<file path="src/rtl/sdp_host.sv">
// sdp_host: bus-side initiator for a bank of simple dual-port peripherals.
//
// It accepts one read or write request at a time and decodes a peripheral
// select from the upper address bits. It then pulses a one-hot we/re strobe
// for a single cycle and returns a registered response. Only one transaction
// can be outstanding.
//
// State table
//   state   | meaning
//   IDLE    | req_ready=1, waiting for a request handshake
//   ISSUE   | one-cycle strobe to the selected peripheral (none on error)
//   WAIT    | peripheral drives rd this cycle; captured at end of cycle
//   RESP    | rsp_valid=1 until rsp_ready
//
// Ports
//   clk, rst_n                    clock, async active-low reset
//   req_valid/req_ready           request channel
//   req_we/req_addr/req_wd        request payload, addr = {select, local addr}
//   rsp_valid/rsp_ready           response channel
//   rsp_rd/rsp_err                read data (0 for writes/errors), bad select
//   sdp_we/sdp_re                 one-hot strobes, one bit per peripheral
//   sdp_wa/sdp_ra/sdp_wd          shared address/data to the peripherals
//   sdp_rd                        concatenated peripheral read data
module sdp_host #(
  parameter int DATA_W   = 32,
  parameter int ADDR_W   = 1,
  parameter int N_PERIPH = 4,
  parameter int SEL_W    = 3
) (
  input  logic                         clk,
  input  logic                         rst_n,
  input  logic                         req_valid,
  output logic                         req_ready,
  input  logic                         req_we,
  input  logic [SEL_W+ADDR_W-1:0]      req_addr,
  input  logic [DATA_W-1:0]            req_wd,
  output logic                         rsp_valid,
  input  logic                         rsp_ready,
  output logic [DATA_W-1:0]            rsp_rd,
  output logic                         rsp_err,
  output logic [N_PERIPH-1:0]          sdp_we,
  output logic [ADDR_W-1:0]            sdp_wa,
  output logic [DATA_W-1:0]            sdp_wd,
  output logic [N_PERIPH-1:0]          sdp_re,
  output logic [ADDR_W-1:0]            sdp_ra,
  input  logic [N_PERIPH*DATA_W-1:0]   sdp_rd
);

  typedef enum logic [1:0] {
    S_IDLE  = 2'd0,
    S_ISSUE = 2'd1,
    S_WAIT  = 2'd2,
    S_RESP  = 2'd3
  } state_t;

  state_t state, state_nxt;

  logic                req_fire;
  logic [SEL_W-1:0]    req_sel;
  logic                lat_we;
  logic                lat_err;
  logic [SEL_W-1:0]    lat_sel;
  logic [N_PERIPH-1:0] sel_onehot;
  logic [DATA_W-1:0]   rd_slice;

  assign req_sel  = req_addr[SEL_W+ADDR_W-1:ADDR_W];
  assign req_fire = req_valid && req_ready;

  // Decode the latched select into a strobe mask and pick the matching read
  // data slice. An out-of-range select matches nothing, so the mask stays 0.
  always_comb begin
    sel_onehot = '0;
    rd_slice   = '0;
    for (int k = 0; k < N_PERIPH; k++) begin
      if (lat_sel == SEL_W'(k)) begin
        sel_onehot[k] = 1'b1;
        rd_slice      = sdp_rd[k*DATA_W +: DATA_W];
      end
    end
  end

  // State register
  always_ff @(posedge clk or negedge rst_n) begin
    if (!rst_n) begin
      state <= S_IDLE;
    end else begin
      state <= state_nxt;
    end
  end

  // Next-state logic
  always_comb begin
    state_nxt = state;
    case (state)
      S_IDLE:  if (req_fire) state_nxt = S_ISSUE;
      S_ISSUE: state_nxt = (lat_we || lat_err) ? S_RESP : S_WAIT;
      S_WAIT:  state_nxt = S_RESP;
      S_RESP:  if (rsp_ready) state_nxt = S_IDLE;
      default: state_nxt = S_IDLE;
    endcase
  end

  // Outputs decoded from state. The strobes and rsp_valid depend only on the
  // state register, so they drop as soon as reset asserts. req_ready is also
  // gated by rst_n so that it reads 0 while reset is held.
  always_comb begin
    req_ready = (state == S_IDLE) && rst_n;
    rsp_valid = (state == S_RESP);
    sdp_we    = '0;
    sdp_re    = '0;
    if (state == S_ISSUE && !lat_err) begin
      if (lat_we) sdp_we = sel_onehot;
      else        sdp_re = sel_onehot;
    end
  end

  // Request latch. The shared address/data buses come straight from here.
  always_ff @(posedge clk or negedge rst_n) begin
    if (!rst_n) begin
      lat_we  <= 1'b0;
      lat_err <= 1'b0;
      lat_sel <= '0;
      sdp_wa  <= '0;
      sdp_ra  <= '0;
      sdp_wd  <= '0;
    end else if (req_fire) begin
      lat_we  <= req_we;
      lat_err <= ({1'b0, req_sel} >= (SEL_W+1)'(N_PERIPH));
      lat_sel <= req_sel;
      sdp_wa  <= req_addr[ADDR_W-1:0];
      sdp_ra  <= req_addr[ADDR_W-1:0];
      sdp_wd  <= req_wd;
    end
  end

  // Response payload. It is only written on the way into RESP, so it holds
  // steady while the consumer back-pressures.
  always_ff @(posedge clk or negedge rst_n) begin
    if (!rst_n) begin
      rsp_rd  <= '0;
      rsp_err <= 1'b0;
    end else if (state == S_ISSUE && (lat_we || lat_err)) begin
      rsp_rd  <= '0;
      rsp_err <= lat_err;
    end else if (state == S_WAIT) begin
      rsp_rd  <= rd_slice;
      rsp_err <= 1'b0;
    end
  end

endmodule

</file>
<file path="config.mk">
export PLATFORM = sky130hd
export DESIGN_NAME = sdp_host
export DESIGN_NICKNAME = d
export VERILOG_FILES = /design/src/rtl/sdp_host.sv
export SDC_FILE = /design/constraint.sdc
export NUM_CORES = 1
export LEC_CHECK = 0
export ABC_CLOCK_PERIOD_IN_PS = 4000
export CAP_MARGIN = 25
export CORE_UTILIZATION = 39
export DETAILED_ROUTE_END_ITERATION = 16
export PLACE_DENSITY = 0.86
export SKIP_CTS_REPAIR_TIMING = 1
export SLEW_MARGIN = 25
export SYNTH_ARGS = -nofsm -noshare
export SYNTH_HDL_FRONTEND = slang
export SYNTH_SLANG_ARGS = --single-unit
</file>
<file path="constraint.sdc">
create_clock -name clk -period 4 [get_ports clk]
set_clock_uncertainty 0.1 [all_clocks]
set_input_delay 0.8 -clock clk [delete_from_list [all_inputs] [get_ports clk]]
set_output_delay 0.8 -clock clk [all_outputs]
set_load 0.005 [all_outputs]
</file>
Sequential cells coloured by netlist name:
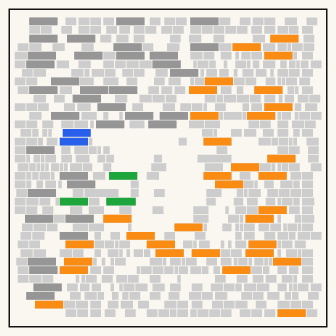
[`lat_sel`] green | placed flops: 3
[`state`] blue | placed flops: 2
[`rsp_rd`] orange | placed flops: 32
not coloured: 36

The metal 2 layer:
Cells faint in the background.
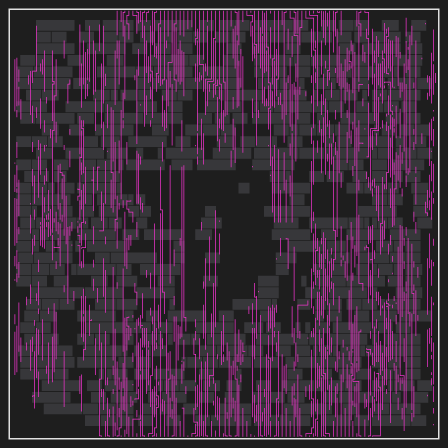
nets with wire on the layer: 662
wire length on this layer: 6,460 um
longest straight run: 39.8 um
share of all routed wire: 51%

Signal wires on met1:
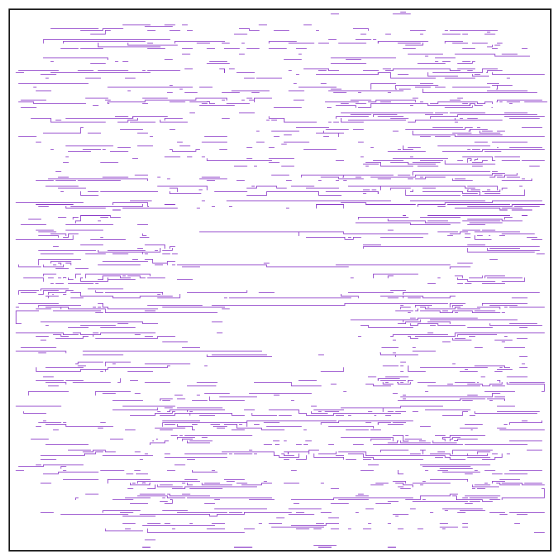
nets with wire on the layer: 653
wire length on this layer: 5,080 um
longest straight run: 33.1 um
main direction: horizontal

==> ci_impl_report.md <==
### Flow metrics

| Metric | Value |
|---|---|
| Status | `completed` |
| Post-synthesis sequential area ratio | `48.60%` |
| Die ar. | `10,030 sq um` |
| Synth unique cells | `29` |
| CTS H-tree lvls | `3` |
| Core Area | `9284 sq um` |
| FF-to-FF setup slack | `1.70 ns` |
| Clock Sinks | `73` |
| Routed WL | `12.76 mm` |
| Proportion of layout cells with a drive suffix above 1 | `16.64%` |
| Register area | `1828 sq um` |
| Commonest Layout Cell | `clkdlybuf4s50_1` |
| Hold_ws | `0.3182 ns` |
| Peak Freq | `296.7 MHz` |
| Post-synth top cells | `dfrtp_1 (73), mux2_2 (66), nor2_1 (37), inv_1 (35), o22ai_1 (32)` |
| Initial DRC count | `94` |
| CP max stage delay | `0.56 ns` |
| Main flop type | `dfrtp_1` |
| Worst hold-check path type | `in2async` |
| GRT met1 Usage | `29.91%` |
| Adder share | `1.664%` |
| Period minus WS final | `3.370 ns` |
| M3 GR Usage | `6.058%` |
| PD cells | `633.3 nW/um^2` |
| Wire length on met2 | `6.459 mm` |
| Final hold violations | `0` |
| Clock share of power | `16.0%` |
| Die width | `100.2 um` |
| Vias in the first global route | `3,945` |
| Final GP Congestion | `0.9055` |
| Internal | `0.002703 W` |
| ANT cells | `0` |
| Worst Tran Pin Value | `0.9180 ns` |
| Share of synthesized registers carrying an async set or reset | `100.0%` |
| Clock network area share | `3.527%` |
| Final worst path period share | `84.26%` |
| Comb power | `0.00218 W` |
| Routed len/inst | `18.07 um` |
| Crit end category | `primary output` |
| Crit path required time | `3.10 ns` |
| Crit. Startpoint | `state[1]$_DFFE_PN0P_` |
| Yosys top cell by area | `dfrtp_1` |
| Filler instances | `709` |
| DRT antenna net count | `0` |
| Biggest Area Class | `buffers` |
| Avg Vias per Cell | `5.144` |
| Pre-CTS setup slack | `1.044 ns` |
| RR Startpoint | `state[0]$_DFFE_PN0P_` |
| Yosys warning tally | `0` |
| Sw frac | `34.26%` |
| # DRC | `0` |
| Cells after synthesis | `336` |
| Worst Path Max Fanout | `4` |
| Top-count cell post-synth | `dfrtp_1` |
| Syn Area/Cell | `11.19 sq um` |
| Mi-comb count | `202` |
| Slew margin rel. | `38.73%` |
| Max Cap Viol | `0` |
| CP max stage cell | `clkdlybuf4s50_1` |
| Placed cells | `690` |
| Tapcells | `129` |
| Power of the sequential group | `0.00128 W` |
| Largest registers | `rsp_rd: 32 flops, sdp_wd: 32 flops, lat_sel: 3 flops` |
| GR met2 Demand/Resource | `46.10%` |
| Cell family with most CP delay | `simple AND/OR/NAND/NOR gates` |
| Post-Synth XOR/XNOR Area | `0%` |
| Clk slew on worst S/H paths | `0.08 ns` |
| EDFF count, synth | `0` |
| Biggest consumer | `combinational logic` |
| Part of the power in combinational logic | `52.9%` |
| First-pass GRT wire length | `19.82 mm` |
| WS Path Type | `reg2out` |
| Yosys cell count | `336` |
| Inverter count | `35` |
| Sequential share of cell area | `28.16%` |
No activity file was given, so power comes from the tool's default toggle rates.
